### Met1 routing, run 1

Scale bar: 20 µm.
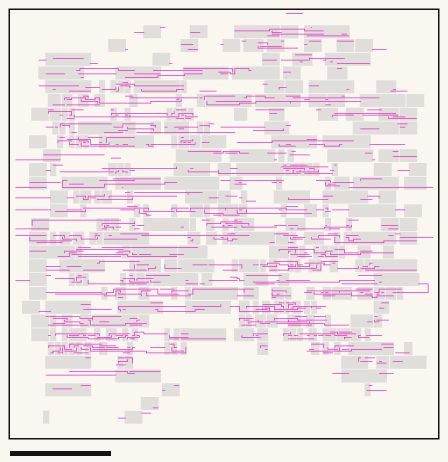
### M2 wires, run 1

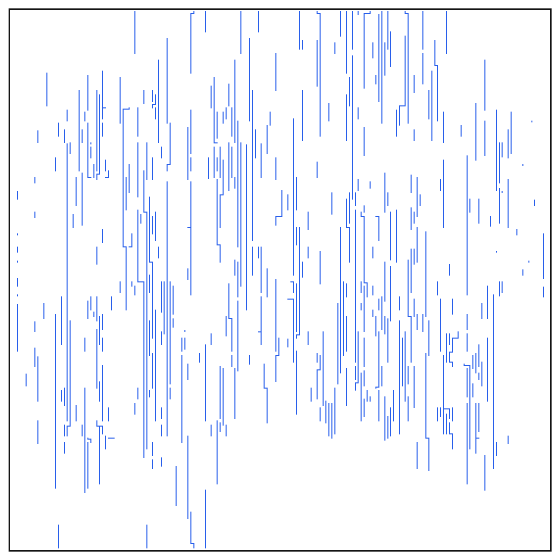
### Signal wires on met3, run 1

Scale bar: 20 µm.
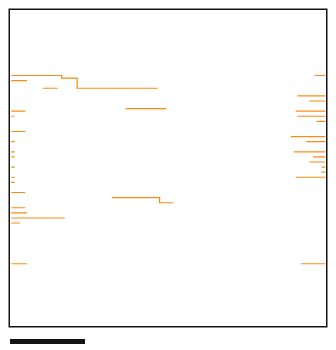
<file path="src/rtl/rtc_bus_sequencer.sv">
// rtc_bus_sequencer: runs one read or write cycle on the RTC chip's multiplexed
// address/data bus. Each cycle has an address phase and a data phase. Every
// phase has three timed parts: setup (T_SETUP), strobe (T_STROBE) and
// recovery (T_RECOV).
//
// Ports:
//   clock, reset            rising-edge clock, async active-low reset
//   win, rin                level write/read requests (write has priority)
//   address, dataio         register address / write data, latched at cycle start
//   ad_out, ad_oe, ad_in    A/D pad output value, output enable, pad input
//   cs_n, ad_n, wr_n, rd_n  chip select, address(0)/data(1) select, strobes
//   data_rd                 last captured read data
//   donew, doner            one-cycle completion pulses
//   busy                    high while a cycle is in progress (A_SET..DONE)
//   verr                    write-verify mismatch pulse (0 unless enabled)
//
// Optional feature: define RTC_WRITE_VERIFY_EN to follow every write with an
// internal read-back of the same address. The read-back is compared against
// the written data, and verr is flagged alongside donew on a mismatch.
module rtc_bus_sequencer #(
    parameter int unsigned T_SETUP  = 2,
    parameter int unsigned T_STROBE = 4,
    parameter int unsigned T_RECOV  = 3
) (
    input  logic       clock,
    input  logic       reset,
    input  logic       win,
    input  logic       rin,
    input  logic [7:0] address,
    input  logic [7:0] dataio,
    output logic [7:0] ad_out,
    output logic       ad_oe,
    input  logic [7:0] ad_in,
    output logic       cs_n,
    output logic       ad_n,
    output logic       wr_n,
    output logic       rd_n,
    output logic [7:0] data_rd,
    output logic       donew,
    output logic       doner,
    output logic       busy,
    output logic       verr
);

    localparam int unsigned CW = 4;
    localparam int unsigned DW = 8;
    localparam logic [CW-1:0] CNT_SETUP  = CW'(T_SETUP - 1);
    localparam logic [CW-1:0] CNT_STROBE = CW'(T_STROBE - 1);
    localparam logic [CW-1:0] CNT_RECOV  = CW'(T_RECOV - 1);

`ifdef RTC_WRITE_VERIFY_EN
    localparam bit VERIFY_EN = 1'b1;
`else
    localparam bit VERIFY_EN = 1'b0;
`endif

    typedef enum logic [2:0] {
        IDLE  = 3'd0,
        A_SET = 3'd1,
        A_STB = 3'd2,
        A_REC = 3'd3,
        D_SET = 3'd4,
        D_STB = 3'd5,
        D_REC = 3'd6,
        DONE  = 3'd7
    } state_t;

    state_t        state, state_nx;
    logic [CW-1:0] cnt, cnt_nx;
    logic          op_wr, op_wr_nx;     // current pass drives the bus as a write
    logic          vfy, vfy_nx;         // current pass is the internal read-back
    logic [DW-1:0] addr_q, addr_nx;
    logic [DW-1:0] data_q, data_nx;
    logic          vmis;                // read-back differed from written data
    logic          last;

    logic          cs_n_nx, ad_n_nx, wr_n_nx, rd_n_nx, ad_oe_nx;
    logic          donew_nx, doner_nx, busy_nx, verr_nx;
    logic [DW-1:0] ad_out_nx;

    assign last = (cnt == '0);

    // State register and latched cycle context
    always_ff @(posedge clock or negedge reset) begin
        if (!reset) begin
            state  <= IDLE;
            cnt    <= '0;
            op_wr  <= 1'b0;
            vfy    <= 1'b0;
            addr_q <= '0;
            data_q <= '0;
        end else begin
            state  <= state_nx;
            cnt    <= cnt_nx;
            op_wr  <= op_wr_nx;
            vfy    <= vfy_nx;
            addr_q <= addr_nx;
            data_q <= data_nx;
        end
    end

    // Next-state: walk the six timed sub-phases, reloading the counter per state
    always_comb begin
        state_nx = state;
        cnt_nx   = cnt;
        op_wr_nx = op_wr;
        vfy_nx   = vfy;
        addr_nx  = addr_q;
        data_nx  = data_q;
        case (state)
            IDLE: begin
                if (win || rin) begin
                    state_nx = A_SET;
                    cnt_nx   = CNT_SETUP;
                    op_wr_nx = win;
                    vfy_nx   = 1'b0;
                    addr_nx  = address;
                    data_nx  = dataio;
                end
            end
            A_SET: begin
                if (last) begin
                    state_nx = A_STB;
                    cnt_nx   = CNT_STROBE;
                end else begin
                    cnt_nx = cnt - CW'(1);
                end
            end
            A_STB: begin
                if (last) begin
                    state_nx = A_REC;
                    cnt_nx   = CNT_RECOV;
                end else begin
                    cnt_nx = cnt - CW'(1);
                end
            end
            A_REC: begin
                if (last) begin
                    state_nx = D_SET;
                    cnt_nx   = CNT_SETUP;
                end else begin
                    cnt_nx = cnt - CW'(1);
                end
            end
            D_SET: begin
                if (last) begin
                    state_nx = D_STB;
                    cnt_nx   = CNT_STROBE;
                end else begin
                    cnt_nx = cnt - CW'(1);
                end
            end
            D_STB: begin
                if (last) begin
                    state_nx = D_REC;
                    cnt_nx   = CNT_RECOV;
                end else begin
                    cnt_nx = cnt - CW'(1);
                end
            end
            D_REC: begin
                if (last) begin
                    if (VERIFY_EN && op_wr) begin
                        // Second pass: read the same address back
                        state_nx = A_SET;
                        cnt_nx   = CNT_SETUP;
                        op_wr_nx = 1'b0;
                        vfy_nx   = 1'b1;
                    end else begin
                        state_nx = DONE;
                    end
                end else begin
                    cnt_nx = cnt - CW'(1);
                end
            end
            DONE: begin
                state_nx = IDLE;
            end
            default: begin
                state_nx = IDLE;
            end
        endcase
    end

    // Output decode from the upcoming state so the registered pins line up with it
    always_comb begin
        cs_n_nx   = 1'b1;
        ad_n_nx   = 1'b1;
        wr_n_nx   = 1'b1;
        rd_n_nx   = 1'b1;
        ad_oe_nx  = 1'b0;
        ad_out_nx = ad_out;
        donew_nx  = 1'b0;
        doner_nx  = 1'b0;
        verr_nx   = 1'b0;
        busy_nx   = (state_nx != IDLE);
        case (state_nx)
            A_SET, A_STB: begin
                cs_n_nx   = 1'b0;
                ad_n_nx   = 1'b0;
                ad_oe_nx  = 1'b1;
                ad_out_nx = addr_nx;
                wr_n_nx   = (state_nx == A_STB) ? 1'b0 : 1'b1;
            end
            D_SET, D_STB: begin
                cs_n_nx = 1'b0;
                if (op_wr_nx) begin
                    ad_oe_nx  = 1'b1;
                    ad_out_nx = data_nx;
                    wr_n_nx   = (state_nx == D_STB) ? 1'b0 : 1'b1;
                end else begin
                    rd_n_nx = (state_nx == D_STB) ? 1'b0 : 1'b1;
                end
            end
            DONE: begin
                donew_nx = op_wr_nx || vfy_nx;
                doner_nx = !(op_wr_nx || vfy_nx);
                verr_nx  = VERIFY_EN && vfy_nx && vmis;
            end
            default: ;
        endcase
    end

    // Registered pins
    always_ff @(posedge clock or negedge reset) begin
        if (!reset) begin
            cs_n   <= 1'b1;
            ad_n   <= 1'b1;
            wr_n   <= 1'b1;
            rd_n   <= 1'b1;
            ad_oe  <= 1'b0;
            ad_out <= '0;
            donew  <= 1'b0;
            doner  <= 1'b0;
            busy   <= 1'b0;
            verr   <= 1'b0;
        end else begin
            cs_n   <= cs_n_nx;
            ad_n   <= ad_n_nx;
            wr_n   <= wr_n_nx;
            rd_n   <= rd_n_nx;
            ad_oe  <= ad_oe_nx;
            ad_out <= ad_out_nx;
            donew  <= donew_nx;
            doner  <= doner_nx;
            busy   <= busy_nx;
            verr   <= verr_nx;
        end
    end

    // Read capture on the final strobe cycle; the read-back only feeds the compare
    always_ff @(posedge clock or negedge reset) begin
        if (!reset) begin
            data_rd <= '0;
            vmis    <= 1'b0;
        end else if (state == D_STB && last && !op_wr) begin
            if (vfy) begin
                vmis <= (ad_in != data_q);
            end else begin
                data_rd <= ad_in;
            end
        end
    end

endmodule

</file>
<file path="config.mk">
export PLATFORM = sky130hd
export DESIGN_NAME = rtc_bus_sequencer
export DESIGN_NICKNAME = d
export VERILOG_FILES = /design/src/rtl/rtc_bus_sequencer.sv
export SDC_FILE = /design/constraint.sdc
export NUM_CORES = 1
export LEC_CHECK = 0
export ABC_AREA = 1
export CAP_MARGIN = 20
export CORE_MARGIN = 2
export CORE_UTILIZATION = 37
export CTS_CLUSTER_SIZE = 12
export DETAILED_ROUTE_END_ITERATION = 8
export HOLD_SLACK_MARGIN = 0.02
export SLEW_MARGIN = 20
export SYNTH_ARGS = -nofsm -noshare
export SYNTH_HDL_FRONTEND = slang
export SYNTH_SLANG_ARGS = --single-unit
</file>
<file path="constraint.sdc">
create_clock -name clock -period 1.85 [get_ports clock]
set_input_delay 0.4625 -clock clock [delete_from_list [all_inputs] [get_ports clock]]
set_output_delay 0.4625 -clock clock [all_outputs]
set_load 0.01 [all_outputs]
</file>
==> impl_metrics.xml, run 1 <==
<?xml version="1.0" encoding="UTF-8"?>
<metrics>
  <group name="clock_tree">
    <metric name="postCtsResizedCells" unit="">2</metric>
    <metric name="cts_root_buffer_type" unit="">clkbuf_8</metric>
    <metric name="clock.latency.late_pin" unit="ns">0.30</metric>
    <metric name="clock-sinks" unit="">49</metric>
  </group>
  <group name="final_layout">
    <metric name="final_cell_mix" unit="">nand2_1 (93), clkdlybuf4s50_1 (47), dfrtp_1 (45)</metric>
    <metric name="multi_input_gates" unit="">184</metric>
    <metric name="n_all_inverters" unit="">20</metric>
    <metric name="layout-drive-gt1-share" unit="%">24.69</metric>
    <metric name="lay_top_count" unit="">nand2_1</metric>
    <metric name="layout.cells.largest_class" unit="">flip-flops and latches</metric>
    <metric name="nNonClkBuffers" unit="">63</metric>
    <metric name="utilization" unit="%">50.12</metric>
    <metric name="insertedDiodeCount" unit="">0</metric>
    <metric name="buffer_area_share" unit="%">19.22</metric>
    <metric name="area.combinational" unit="µm²">1026</metric>
    <metric name="final_area" unit="µm²">3164</metric>
    <metric name="areaGrowthSynthToFinish" unit="%">31.92</metric>
  </group>
  <group name="worst_setup_path">
    <metric name="regToRegEndpoint" unit="">ad_out[4]</metric>
    <metric name="r2r-start" unit="">cnt[1]</metric>
    <metric name="ff2ff_path_depth" unit="">11</metric>
    <metric name="cp_data_required_time" unit="ns">1.39</metric>
    <metric name="critical_path_depth" unit="">1</metric>
    <metric name="crit_start" unit="">cs_n</metric>
    <metric name="worst_path_max_delay_cell" unit="">dfstp_2</metric>
    <metric name="worst-setup-path-type" unit="">reg -&gt; out</metric>
    <metric name="endpoint_arrival_time_on_the_critical_path" unit="ns">1.34</metric>
  </group>
  <group name="yosys">
    <metric name="yosys.stat.seqShare" unit="%">51.33</metric>
    <metric name="ys_top_cells_by_count" unit="">nand2_1 (94), dfrtp_1 (45), nand2_2 (25)</metric>
    <metric name="area_leaders" unit="">dfrtp_1 (47%), nand2_1 (15%), nand2_2 (6.5%)</metric>
    <metric name="ys_sh_adder" unit="%">1.043</metric>
    <metric name="yosysWarnings" unit="">0</metric>
    <metric name="yosys.area_share.aoi" unit="%">3.130</metric>
    <metric name="synth.area.mux_share" unit="%">3.756</metric>
    <metric name="synth_area_in_simple_gates" unit="%">33.33</metric>
    <metric name="edf_count" unit="">0</metric>
    <metric name="yosysUniqueCellTypes" unit="">32</metric>
    <metric name="synth_nets" unit="">288</metric>
    <metric name="synth_area_per_cell" unit="µm²">9.297</metric>
    <metric name="ys_seq_elements" unit="">49</metric>
  </group>
  <group name="drt">
    <metric name="met2_wl" unit="mm">2.317</metric>
    <metric name="detailedRoute.firstPassIterationCount" unit="">4</metric>
    <metric name="final_antenna_net_count" unit="">0</metric>
    <metric name="detail_route.vias_per_cell" unit="">4.551</metric>
    <metric name="top_signal_layer_used" unit="">met4</metric>
    <metric name="drt-initial-drc-count" unit="">38</metric>
  </group>
  <group name="power">
    <metric name="cell_internal_pwr" unit="mW">3.250</metric>
    <metric name="switching_share" unit="%">42.57</metric>
    <metric name="p_comb" unit="mW">3.11</metric>
    <metric name="part_of_the_power_in_the_clock_network" unit="%">13.6</metric>
    <metric name="vdd.ir_drop.worst" unit="µV">700.5</metric>
    <metric name="power.share.sequential" unit="%">31.4</metric>
    <metric name="p_leak" unit="nW">1.573</metric>
    <metric name="sequentialPower" unit="mW">1.78</metric>
    <metric name="p_per_area" unit="nW/µm²">1789</metric>
  </group>
  <group name="run_status">
    <metric name="status" unit="">complete, no violations</metric>
  </group>
  <group name="final_timing">
    <metric name="post-route-worst-setup-slack" unit="ns">0.04601</metric>
    <metric name="final_setup_vio_count" unit="">0</metric>
    <metric name="achievable-frequency" unit="MHz">554.3</metric>
    <metric name="setup_tns" unit="ns">0</metric>
    <metric name="setup_repair_after_global_routing_missed_its_margin" unit="">false</metric>
    <metric name="finalHoldWorstSlack" unit="ns">0.1294</metric>
    <metric name="period_needed" unit="ns">1.804</metric>
  </group>
  <group name="grt">
    <metric name="grt_start_max_net_pins" unit="">50</metric>
    <metric name="global_route_wire_length_before_repair" unit="mm">8.562</metric>
    <metric name="grt_overflow" unit="">0</metric>
  </group>
  <group name="die">
    <metric name="ioPinCount" unit="">53</metric>
    <metric name="floorplan.core_area" unit="µm²">6314</metric>
    <metric name="die_height" unit="µm">84.52</metric>
    <metric name="tap_cells" unit="">77</metric>
    <metric name="rows" unit="">29</metric>
    <metric name="x_dimension_of_the_die" unit="µm">84.52</metric>
    <metric name="floorplan.initialDensity" unit="%">37.99</metric>
  </group>
  <group name="placement">
    <metric name="dpl.hpwl" unit="mm">3.510</metric>
    <metric name="dpl_worst_slack" unit="ns">-0.1923</metric>
    <metric name="gp_routability_congestion" unit="">0.7726</metric>
    <metric name="post-place-cells" unit="">393</metric>
  </group>
  <group name="min_path">
    <metric name="holdCritPathClass" unit="">in -&gt; async</metric>
  </group>
</metrics>
Notes on 'Met1 routing' above:
nets with wire on the layer = 303
main direction = horizontal
share of all routed wire = 48%

Notes on 'M2 wires' above:
main direction = vertical
longest straight run = 43.3 µm
wire length on this layer = 2,320 µm
share of all routed wire = 48%
nets with wire on the layer = 282
routed wire length: 4.868 mm
met2 usage in global routing: 24.19%
total number of vias: 1,825

Notes on 'Signal wires on met3' above:
main direction = horizontal
nets with wire on the layer = 34
wire length on this layer = 195 µm
longest straight run = 21.4 µm
share of all routed wire = 4.0%
met3 Track Usage GR: 3.540%

--- run 2 (diff from run 1) ---
--- a/config.mk
+++ b/config.mk
@@ -6,7 +6,7 @@
 export NUM_CORES = 1
 export LEC_CHECK = 0
 export ABC_AREA = 1
-export CAP_MARGIN = 20
+export CAP_MARGIN = 10
 export CORE_MARGIN = 2
 export CORE_UTILIZATION = 37
 export CTS_CLUSTER_SIZE = 12
### Met1 routing, run 2

Scale bar: 20 µm.
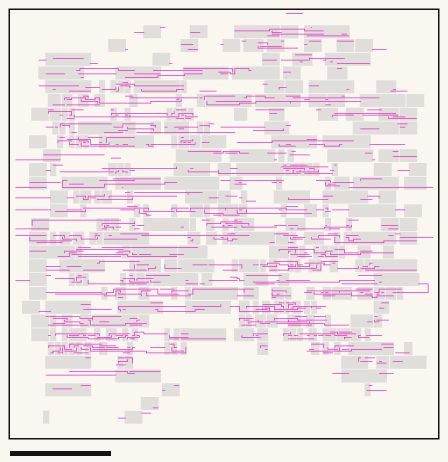
longest straight run = 21.2 µm
main direction = horizontal
wire length on this layer = 2,330 µm
share of all routed wire = 48%
nets with wire on the layer = 303
M1 GR Usage: 20.24%

==> run 2 against run 1 <==
  * Combinational power hardly changed
  * Synthesized cell count did not move
  * Critical path depth unchanged
  * Clock-buffer cell count unchanged
  * Hold slack did not move
  * Area after synthesis unchanged
  * Highest routed layer unchanged
==> impl_metrics.xml, run 2 <==
<?xml version="1.0" encoding="UTF-8"?>
<metrics>
  <group name="grt">
    <metric name="grt_overflow" unit="">0</metric>
    <metric name="met2_usage_in_global_routing" unit="%">24.19</metric>
    <metric name="met3_track_usage_gr" unit="%">3.540</metric>
    <metric name="grt_start_max_net_pins" unit="">50</metric>
    <metric name="global_route_wire_length_before_repair" unit="mm">8.562</metric>
  </group>
  <group name="power">
    <metric name="p_per_area" unit="nW/µm²">1789</metric>
    <metric name="part_of_the_power_in_the_clock_network" unit="%">13.6</metric>
    <metric name="cell_internal_pwr" unit="mW">3.250</metric>
    <metric name="p_comb" unit="mW">3.11</metric>
    <metric name="p_leak" unit="nW">1.573</metric>
    <metric name="sequentialPower" unit="mW">1.78</metric>
    <metric name="switching_share" unit="%">42.57</metric>
    <metric name="vdd.ir_drop.worst" unit="µV">700.5</metric>
    <metric name="power.share.sequential" unit="%">31.4</metric>
  </group>
  <group name="die">
    <metric name="die_height" unit="µm">84.52</metric>
    <metric name="floorplan.initialDensity" unit="%">37.99</metric>
    <metric name="floorplan.core_area" unit="µm²">6314</metric>
    <metric name="rows" unit="">29</metric>
    <metric name="ioPinCount" unit="">53</metric>
    <metric name="tap_cells" unit="">77</metric>
  </group>
  <group name="worst_setup_path">
    <metric name="worst-setup-path-type" unit="">reg -&gt; out</metric>
    <metric name="regToRegEndpoint" unit="">ad_out[4]</metric>
    <metric name="worst_path_max_delay_cell" unit="">dfstp_2</metric>
    <metric name="critical_path_depth" unit="">1</metric>
    <metric name="max_fanout_on_critical_path" unit="">1</metric>
    <metric name="endpoint_arrival_time_on_the_critical_path" unit="ns">1.34</metric>
    <metric name="cp_data_required_time" unit="ns">1.39</metric>
    <metric name="crit_start" unit="">cs_n</metric>
    <metric name="ff2ff_path_depth" unit="">11</metric>
    <metric name="r2r-start" unit="">cnt[1]</metric>
  </group>
  <group name="placement">
    <metric name="gp_routability_congestion" unit="">0.7726</metric>
    <metric name="dpl-instance-area" unit="µm²">3037</metric>
    <metric name="post-place-cells" unit="">393</metric>
    <metric name="dpl_worst_slack" unit="ns">-0.1923</metric>
    <metric name="dpl.hpwl" unit="mm">3.510</metric>
  </group>
  <group name="final_timing">
    <metric name="setup_repair_after_global_routing_missed_its_margin" unit="">false</metric>
    <metric name="post-route-worst-setup-slack" unit="ns">0.04601</metric>
    <metric name="finalHoldWorstSlack" unit="ns">0.1294</metric>
    <metric name="setup_tns" unit="ns">0</metric>
    <metric name="achievable-frequency" unit="MHz">554.3</metric>
    <metric name="final_setup_vio_count" unit="">0</metric>
    <metric name="period_needed" unit="ns">1.804</metric>
  </group>
  <group name="final_layout">
    <metric name="numSequentialCells" unit="">49</metric>
    <metric name="multi_input_gates" unit="">184</metric>
    <metric name="utilization" unit="%">50.12</metric>
    <metric name="layout-drive-gt1-share" unit="%">24.69</metric>
    <metric name="lay_top_count" unit="">nand2_1</metric>
    <metric name="final_area" unit="µm²">3164</metric>
    <metric name="insertedDiodeCount" unit="">0</metric>
    <metric name="final_cell_mix" unit="">nand2_1 (93), clkdlybuf4s50_1 (47), dfrtp_1 (45)</metric>
    <metric name="nNonClkBuffers" unit="">63</metric>
    <metric name="n_all_inverters" unit="">20</metric>
    <metric name="area.combinational" unit="µm²">1026</metric>
    <metric name="buffer_area_share" unit="%">19.22</metric>
    <metric name="layout.cells.largest_class" unit="">flip-flops and latches</metric>
    <metric name="areaGrowthSynthToFinish" unit="%">31.92</metric>
  </group>
  <group name="drt">
    <metric name="detail_route.vias_per_cell" unit="">4.551</metric>
    <metric name="detailedRoute.firstPassIterationCount" unit="">4</metric>
    <metric name="drt-initial-drc-count" unit="">38</metric>
    <metric name="route.final.wire_length" unit="mm">4.868</metric>
    <metric name="met2_wl" unit="mm">2.317</metric>
    <metric name="via_count" unit="">1825</metric>
    <metric name="top_signal_layer_used" unit="">met4</metric>
  </group>
  <group name="yosys">
    <metric name="yosys.area_share.aoi" unit="%">3.130</metric>
    <metric name="area_leaders" unit="">dfrtp_1 (47%), nand2_1 (15%), nand2_2 (6.5%)</metric>
    <metric name="yosysUniqueCellTypes" unit="">32</metric>
    <metric name="synth_nets" unit="">288</metric>
    <metric name="edf_count" unit="">0</metric>
    <metric name="ys_seq_elements" unit="">49</metric>
    <metric name="synth_area_per_cell" unit="µm²">9.297</metric>
    <metric name="yosysWarnings" unit="">0</metric>
    <metric name="synth.area.mux_share" unit="%">3.756</metric>
    <metric name="ys_top_cells_by_count" unit="">nand2_1 (94), dfrtp_1 (45), nand2_2 (25)</metric>
    <metric name="synth_area_in_simple_gates" unit="%">33.33</metric>
    <metric name="ys_sh_adder" unit="%">1.043</metric>
  </group>
  <group name="run_status">
    <metric name="status" unit="">complete, no violations</metric>
  </group>
  <group name="clock_tree">
    <metric name="clock.latency.late_pin" unit="ns">0.30</metric>
    <metric name="postCtsResizedCells" unit="">2</metric>
    <metric name="cts.path.max_buffers" unit="">2</metric>
    <metric name="clock-sinks" unit="">49</metric>
  </group>
  <group name="min_path">
    <metric name="holdCritPathClass" unit="">in -&gt; async</metric>
  </group>
</metrics>
Power figures rest on the tool's default switching activity, not on a simulated workload.
